Figure 1. Clock nets (run 1).
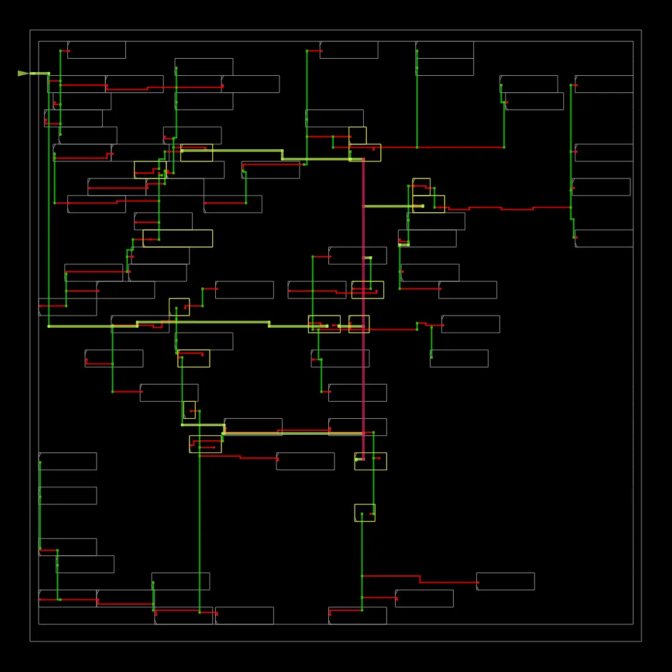
Figure 2. Signal wires on met1 (run 1).
Supply wires on this layer in grey.
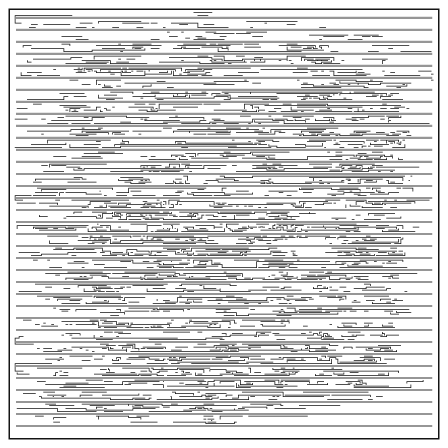
Figure 3. Met2 routing (run 1).
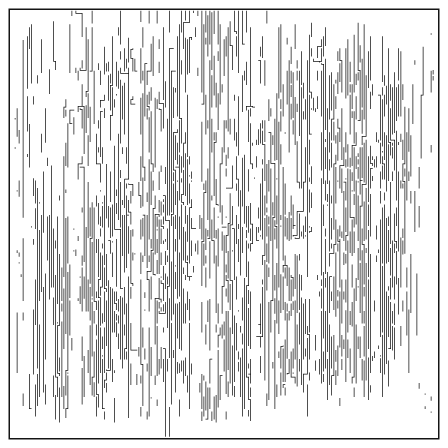
### src/rtl/lc3_intc_pkg.sv
// LC-3 interrupt controller shared types and constants.
// Edge/level detection selected by LC3_INTC_EDGE_EN.
package lc3_intc_pkg;

   typedef enum logic [1:0] {
      ST_IDLE = 2'd0,
      ST_ARB  = 2'd1,
      ST_REQ  = 2'd2
   } state_t;

   localparam logic [4:0] ADDR_MASK     = 5'd0;
   localparam logic [4:0] ADDR_PEND     = 5'd1;
   localparam logic [4:0] ADDR_STATUS   = 5'd2;
   localparam logic [4:0] ADDR_PRI_BASE = 5'd16;

   localparam int PRI_W = 3;

endpackage

### src/rtl/lc3_intc_prio_sel.sv
// Combinational winner select: highest priority, lowest index on ties.
// Part of lc3_intc (LC3_INTC_EDGE_EN has no effect here).
module lc3_intc_prio_sel
   import lc3_intc_pkg::*;
#(
   parameter int NCH = 8
) (
   input  logic [NCH-1:0]            i_elig,
   input  logic [NCH-1:0][PRI_W-1:0] i_pri,
   output logic [3:0]                o_idx,
   output logic [PRI_W-1:0]          o_pri,
   output logic                      o_valid
);

   logic             w_v;
   logic [3:0]       w_idx;
   logic [PRI_W-1:0] w_pri;

   always_comb begin
      w_v   = 1'b0;
      w_idx = '0;
      w_pri = '0;
      // strict compare keeps the lower index on a tie
      for (int i = 0; i < NCH; i++) begin
         if (i_elig[i] && (!w_v || (i_pri[i] > w_pri))) begin
            w_v   = 1'b1;
            w_idx = 4'(i);
            w_pri = i_pri[i];
         end
      end
   end

   assign o_idx   = w_idx;
   assign o_pri   = w_pri;
   assign o_valid = w_v;

endmodule

### src/rtl/lc3_intc.sv
// LC-3 prioritised interrupt controller with MMIO registers.
// Define LC3_INTC_EDGE_EN for rising-edge capture; default is level.
module lc3_intc
   import lc3_intc_pkg::*;
#(
   parameter int         NCH      = 8,
   parameter logic [7:0] VEC_BASE = 8'h80
) (
   input  logic             clk,
   input  logic             rst,
   input  logic [NCH-1:0]   irq_src,
   input  logic [4:0]       reg_addr,
   input  logic             reg_we,
   input  logic [15:0]      reg_wdata,
   output logic [15:0]      reg_rdata,
   input  logic [2:0]       cpu_pri,
   input  logic             int_ack,
   output logic             IRQ,
   output logic [7:0]       INTV,
   output logic [2:0]       INTP
);

   logic [NCH-1:0]            r_s1;
   logic [NCH-1:0]            r_s2;
   logic [NCH-1:0]            r_mask;
   logic [NCH-1:0]            r_pend;
   logic [NCH-1:0][PRI_W-1:0] r_pri;
   state_t                    r_state;
   state_t                    w_next;
   logic [3:0]                r_win;
   logic [PRI_W-1:0]          r_wpri;

   logic [NCH-1:0]   w_evt;
   logic [NCH-1:0]   w_elig;
   logic [NCH-1:0]   w_win_oh;
   logic [NCH-1:0]   w_ack_clr;
   logic [NCH-1:0]   w_w1c;
   logic             w_win_elig;
   logic [3:0]       w_sel_idx;
   logic [PRI_W-1:0] w_sel_pri;
   logic             w_sel_valid;
   logic [15:0]      w_rd;
   logic             w_unused;

   assign w_unused = ^reg_wdata;

   always_ff @(posedge clk or negedge rst) begin
      if (!rst) begin
         r_s1 <= '0;
         r_s2 <= '0;
      end else begin
         r_s1 <= irq_src;
         r_s2 <= r_s1;
      end
   end

`ifdef LC3_INTC_EDGE_EN
   logic [NCH-1:0] r_s3;

   always_ff @(posedge clk or negedge rst) begin
      if (!rst) r_s3 <= '0;
      else      r_s3 <= r_s2;
   end

   assign w_evt = r_s2 & ~r_s3;
`else
   assign w_evt = r_s2;
`endif

   always_comb begin
      w_elig   = '0;
      w_win_oh = '0;
      for (int i = 0; i < NCH; i++) begin
         w_elig[i]   = r_pend[i] & r_mask[i] & (r_pri[i] > cpu_pri);
         w_win_oh[i] = (r_win == 4'(i));
      end
   end

   assign w_win_elig = |(w_elig & w_win_oh);
   assign w_ack_clr  = w_win_oh & {NCH{int_ack && (r_state == ST_REQ)}};
   assign w_w1c      = (reg_we && (reg_addr == ADDR_PEND)) ?
                       reg_wdata[NCH-1:0] : '0;

   lc3_intc_prio_sel #(
      .NCH     (NCH)
   ) u_sel (
      .i_elig  (w_elig),
      .i_pri   (r_pri),
      .o_idx   (w_sel_idx),
      .o_pri   (w_sel_pri),
      .o_valid (w_sel_valid)
   );

   // a fresh event outranks any clear landing on the same edge
   always_ff @(posedge clk or negedge rst) begin
      if (!rst) r_pend <= '0;
      else      r_pend <= (r_pend & ~(w_w1c | w_ack_clr)) | w_evt;
   end

   always_ff @(posedge clk or negedge rst) begin
      if (!rst) begin
         r_mask <= '0;
         r_pri  <= '0;
      end else if (reg_we) begin
         if (reg_addr == ADDR_MASK) r_mask <= reg_wdata[NCH-1:0];
         for (int i = 0; i < NCH; i++) begin
            if (reg_addr == (ADDR_PRI_BASE + 5'(i)))
               r_pri[i] <= reg_wdata[PRI_W-1:0];
         end
      end
   end

   always_ff @(posedge clk or negedge rst) begin
      if (!rst) begin
         r_state <= ST_IDLE;
         r_win   <= '0;
         r_wpri  <= '0;
      end else begin
         r_state <= w_next;
         if ((r_state == ST_ARB) && w_sel_valid) begin
            r_win  <= w_sel_idx;
            r_wpri <= w_sel_pri;
         end
      end
   end

   always_comb begin
      w_next = r_state;
      unique case (r_state)
         ST_IDLE: if (|w_elig) w_next = ST_ARB;
         ST_ARB:  w_next = w_sel_valid ? ST_REQ : ST_IDLE;
         ST_REQ: begin
            if (int_ack)
               w_next = ST_IDLE;
            else if (!w_win_elig ||
                     (w_sel_valid && (w_sel_pri > r_wpri)))
               w_next = ST_ARB;
         end
         default: w_next = ST_IDLE;
      endcase
   end

   assign IRQ  = (r_state == ST_REQ);
   assign INTV = IRQ ? (VEC_BASE + {4'b0, r_win}) : 8'h00;
   assign INTP = IRQ ? r_wpri : 3'd0;

   always_comb begin
      w_rd = '0;
      if (reg_addr == ADDR_MASK) begin
         w_rd[NCH-1:0] = r_mask;
      end else if (reg_addr == ADDR_PEND) begin
         w_rd[NCH-1:0] = r_pend;
      end else if (reg_addr == ADDR_STATUS) begin
         w_rd[15]    = IRQ;
         w_rd[14:12] = INTP;
         w_rd[3:0]   = IRQ ? r_win : 4'd0;
      end else begin
         for (int i = 0; i < NCH; i++) begin
            if (reg_addr == (ADDR_PRI_BASE + 5'(i)))
               w_rd[PRI_W-1:0] = r_pri[i];
         end
      end
   end

   assign reg_rdata = w_rd;

endmodule

### config.mk
export PLATFORM = sky130hd
export DESIGN_NAME = lc3_intc
export DESIGN_NICKNAME = d
export VERILOG_FILES = /design/src/rtl/lc3_intc_pkg.sv /design/src/rtl/lc3_intc_prio_sel.sv /design/src/rtl/lc3_intc.sv
export SDC_FILE = /design/constraint.sdc
export NUM_CORES = 1
export LEC_CHECK = 0
export CORE_UTILIZATION = 50
export DETAILED_ROUTE_END_ITERATION = 7
export PLACE_DENSITY_LB_ADDON = 0.12
export SETUP_SLACK_MARGIN = 0.4
export SLEW_MARGIN = 10
export SYNTH_ARGS = -nofsm -noshare
export SYNTH_HDL_FRONTEND = slang
export SYNTH_SLANG_ARGS = --single-unit
### constraint.sdc
create_clock -name clk -period 9.9 [get_ports clk]
set_clock_uncertainty 0.1 [all_clocks]
set_input_delay 1.485 -clock clk [delete_from_list [all_inputs] [get_ports clk]]
set_output_delay 1.485 -clock clk [all_outputs]
set_load 0.05 [all_outputs]
==> results.sh, run 1 <==
# flow metrics
export IMPL_setup_tns_final_ns=-10.82
export IMPL_grt_ovfl_total=0
export IMPL_postLayoutCellArea_mm2=0.00638
export IMPL_power_frac_clock_pct=16.8
export IMPL_combPwrFrac_pct=56.6
export IMPL_cts_root_buf="clkbuf_8"
export IMPL_grt_max_degree=65
export IMPL_wl_met3_um=1070
export IMPL_use_met1_pct=41.4
export IMPL_seq_area_share_pct=25.1
export IMPL_edf_count=0
export IMPL_seq_power_w=0.000375
export IMPL_cts_hold_buf=0
export IMPL_setup_viol_count_final=8
export IMPL_wl_met1_um=6240
export IMPL_ios=64
export IMPL_area_leaders="dfrtp_1 (35%), ha_1 (13%), mux2_2 (7.5%)"
export IMPL_ys_types=62
export IMPL_critPathKind="in2reg"
export IMPL_r2r_end="r_state[1]"
export IMPL_status="finished with violations"
export IMPL_cts_buffer_depth=2
export IMPL_buffer_area_share_pct=20.1
export IMPL_hold_path_endpoint="r_s2[5]"
export IMPL_clk_share_pct=3.14
export IMPL_pg_clk_w=0.000237
export IMPL_largest_reg_flops=24
export IMPL_warnings=37
export IMPL_timing_rr_start="r_pri[1]"
export IMPL_ys_sh_aoi_pct=19.0
export IMPL_lay_top_cells="buf_4 (104), dfrtp_1 (64), clkdlybuf4s50_1 (43), nand2_1 (40), ha_1 (40)"
export IMPL_cts_reportedPaths_clkPinSlew_ns=0.09
export IMPL_p_per_area_mw_per_mm2=221
export IMPL_hp_start="r_s1[5]"
export IMPL_place_inst=667
export IMPL_clkbuf_count=9
export IMPL_powerComb_w=0.000798
export IMPL_netlist_instances=473
export IMPL_top_register="r_pri"
export IMPL_synth_adder_area_share_pct=13.3
export IMPL_finalNetCount=703
export IMPL_met2_usage_pct=52.4
export IMPL_failed_checks="setup timing"
export IMPL_wl_per_cell_um=20.6
export IMPL_cp_arrival_ns=11.87
export IMPL_io_buffers=47
export IMPL_synth_avg_cell_area_um2=9.54
export IMPL_grt_pass1_vias=4600
export IMPL_htreeDepth=3
export IMPL_cts_setup_buffers=44
export IMPL_place_congestion=0.898
export IMPL_drt_total_wl_um=15100
export IMPL_vdd_ir_drop_max_mv=0.138
export IMPL_slowest_delay_ns=0.38
export IMPL_fin_util_pct=73.2
export IMPL_postLayoutSetupSlackWorst_ns=-1.82
export IMPL_die_h_um=97.0
export IMPL_top_usage_layer="met2"
export IMPL_cts_tree="done"
export IMPL_max_cap_violations=0
export IMPL_antenna_found_initial=0
export IMPL_flops=64
export IMPL_grt_use_total_pct=32.3
export IMPL_maxSlewHeadroom_pct=25.6
export IMPL_ys_warn_count=0
export IMPL_cp_start_kind="input pin"
export IMPL_p_total_w=0.00141
export IMPL_logic_gates=365
export IMPL_ys_chip_area_mm2=0.00451
export IMPL_synth_top_area_share_pct=35.5
export IMPL_flop_cell="dfrtp_1"
export IMPL_largest_area_cell="dfrtp_1"
export IMPL_fp_util_pct=51.7
export IMPL_cp_slowest_cell="o311a_4"
Notes on Figure 1 above:
CTS Sinks: 64
Late-Pin Clk Latency: 0.35 ns
total CTS buffers: 9

Notes on Figure 2 above:
639 nets have wire on it. The wires run mostly horizontal. The layer carries 6240 um of wire. The longest straight run is 34.5 um.

Notes on Figure 3 above:
630 nets have wire on it. The layer holds 49% of the routed length. The longest straight run is 49.0 um.

run 1: worst max-delay path: cells and delay by family:
| kind | cells | cell delay [ns] |
|---|---|---|
| adders and majority gates | 9 | 2.45 |
| buffers and inverters | 3 | 0.32 |
| muxes | 1 | 0.34 |
| and+or+nand+nor | 15 | 1.84 |
| AOI/OAI and AO/OA | 33 | 5.42 |
run 1: cells by family after synthesis:
| family | after synthesis |
|---|---|
| AND/OR/NAND/NOR | 153 |
| AND-OR/OR-AND | 119 |
| flip-flops | 64 |
| buffers and inverters | 51 |
| adder cells (fa/ha/maj) | 48 |
| multiplexers | 37 |
| other | 1 |
Figure 4. Met3 routing (run 1).
Bar = 20 um.
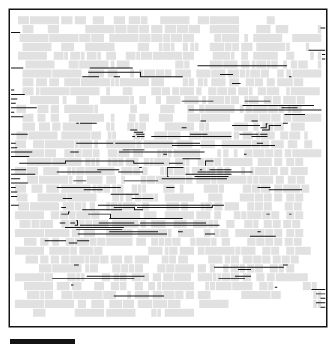

==> inputs of run 2 (changes only) <==
--- a/config.mk
+++ b/config.mk
@@ -9,6 +9,7 @@
 export DETAILED_ROUTE_END_ITERATION = 7
 export PLACE_DENSITY_LB_ADDON = 0.12
 export SETUP_SLACK_MARGIN = 0.4
+export SKIP_CTS_REPAIR_TIMING = 1
 export SLEW_MARGIN = 10
 export SYNTH_ARGS = -nofsm -noshare
 export SYNTH_HDL_FRONTEND = slang
Figure 5. Met3 routing (run 2).
Bar = 20 um.
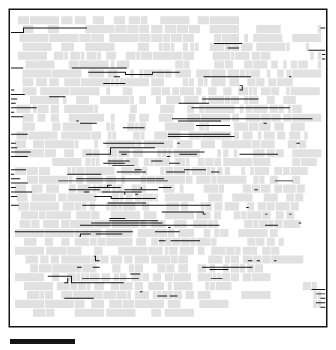
The longest straight run is 42.8 um. The layer holds 6.7% of the routed length. The wires run mostly horizontal. The layer carries 960 um of wire. 91 nets have wire on it.

==> results.sh, run 2 <==
# flow metrics
export IMPL_ios=64
export IMPL_htreeDepth=3
export IMPL_fp_util_pct=51.7
export IMPL_cp_slowest_cell="mux2_4"
export IMPL_power_leakage_nw=2.65
export IMPL_netlist_instances=473
export IMPL_area_leaders="dfrtp_1 (35%), ha_1 (13%), mux2_2 (7.5%)"
export IMPL_cts_sinks=64
export IMPL_drive_above_1_share_pct=32.9
export IMPL_cts_root_buf="clkbuf_8"
export IMPL_grt_use_total_pct=29.7
export IMPL_pg_clk_w=0.000238
export IMPL_rows=34
export IMPL_flop_cell="dfrtp_1"
export IMPL_syn2layout_area_growth_pct=36.0
export IMPL_hold_path_endpoint="r_s2[6]"
export IMPL_die_width_um=97.0
export IMPL_cts_reportedPaths_clkPinSlew_ns=0.09
export IMPL_dr_first_iter_drc_count=399
export IMPL_hpwl_um=10100
export IMPL_grt_pass1_wl_um=21700
export IMPL_finalNetCount=668
export IMPL_warnings=36
export IMPL_max_cap_violations=0
export IMPL_cts_buffer_depth=2
export IMPL_slowest_delay_ns=0.34
export IMPL_ys_chip_area_mm2=0.00451
export IMPL_place_inst=667
export IMPL_place_congestion=0.898
export IMPL_grt_ovfl_total=0
export IMPL_cp_num_cells=61
export IMPL_largest_reg_flops=24
export IMPL_ys_seq_elements=64
export IMPL_largest_area_cell="dfrtp_1"
export IMPL_power_frac_seq_pct=28.4
export IMPL_cp_arrival_ns=11.86
export IMPL_postLayoutCellArea_mm2=0.00614
export IMPL_top_register="r_pri"
export IMPL_wl_per_cell_um=20.4
export IMPL_failed_checks="setup timing"
export IMPL_wl_met3_um=960
export IMPL_clock_latency_ns=0.35
export IMPL_postLayoutSetupSlackWorst_ns=-1.81
export IMPL_synth_cells_yosys=473
export IMPL_worst_r2r_cell_count=59
export IMPL_combPwrFrac_pct=53.5
export IMPL_path_delay_family="AND-OR/OR-AND gates"
export IMPL_crit_buf_inv=5
export IMPL_timing_rr_start="r_pri[1]"
export IMPL_synth_top_area_share_pct=35.5
export IMPL_fin_util_pct=70.4
export IMPL_cp_start_kind="input pin"
export IMPL_rrSetupSlack_ns=-0.91
export IMPL_synth_avg_cell_area_um2=9.54
export IMPL_seq_power_w=0.000374
export IMPL_power_frac_clock_pct=18.1
export IMPL_cts_inserted_buffers=9
export IMPL_grt_max_degree=65
export IMPL_cts_tree="done"
export IMPL_end_kind="flop"
export IMPL_hp_start="r_s1[6]"
export IMPL_p_total_w=0.00132
export IMPL_setup_tns_final_ns=-9.83
export IMPL_critPathKind="in2reg"
export IMPL_die_h_um=97.0
export IMPL_fp_coreArea_mm2=0.00872
export IMPL_grt_pass1_vias=4232
export IMPL_lay_top_count="buf_4"
export IMPL_ys_warn_count=0
export IMPL_ys_types=62
export IMPL_maxSlewHeadroom_pct=32.9
export IMPL_edf_count=0
export IMPL_p_per_area_mw_per_mm2=214
export IMPL_common_cells="dfrtp_1 (64), ha_1 (48), nand2_1 (42)"
export IMPL_setup_viol_count_final=8
export IMPL_syn_cell_area_mm2=0.00451
export IMPL_vdd_ir_drop_max_mv=0.136
export IMPL_antenna_found_initial=0
export IMPL_powerComb_w=0.000704
export IMPL_drc_errors=0
export IMPL_r2r_end="r_state[0]"
export IMPL_startpoint="cpu_pri[1]"
export IMPL_wl_met1_um=6030
export IMPL_status="finished with violations"
export IMPL_worstPathMaxFanout=6
export IMPL_io_buffers=47
export IMPL_lay_top_cells="buf_4 (72), dfrtp_1 (64), clkdlybuf4s50_1 (43), nand2_1 (40), ha_1 (38)"
Figure 6. Metal 4 (run 2).
Supply wires on this layer in grey.
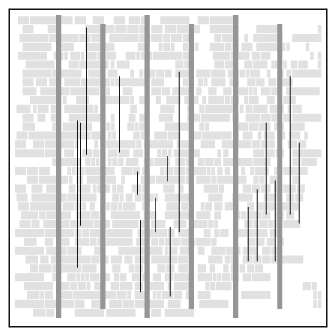
The layer carries 411 um of wire. The layer holds 2.9% of the routed length. The longest straight run is 49.0 um.
drt total wl: 14300 um
via count: 4288

[run 2: cell counts after synthesis]
Identical to the previous run, type by type.
[run 2: cell families (layout without fill, tap and decap cells)]
logic type	after synthesis	count (layout)	share of synthesized area (%)
and+or+nand+nor	153	153	16.7
AOI/OAI and AO/OA	119	119	19.0
DFF	64	64	35.5
buffers and inverters	51	160	5.30
adders and majority gates	48	48	13.3
muxes	37	37	10.1
other	1	8	0.0831
[run 2: area by class of cell]
type	instances	share of cell area (%)
multi-input cells	365	50.4
flip-flops and latches	64	26.1
repair buffers	119	16.5
well taps	108	2.20
clock buffers	9	2.02
inverters	25	1.59
clock inverters	7	1.24
[run 2: routing by layer]
layer	vias up	global-route usage (%)
met2	194	47.0
li1	1961	-
met4	0	12.1
met5	-	0
met3	35	5.85
met1	2098	39.9
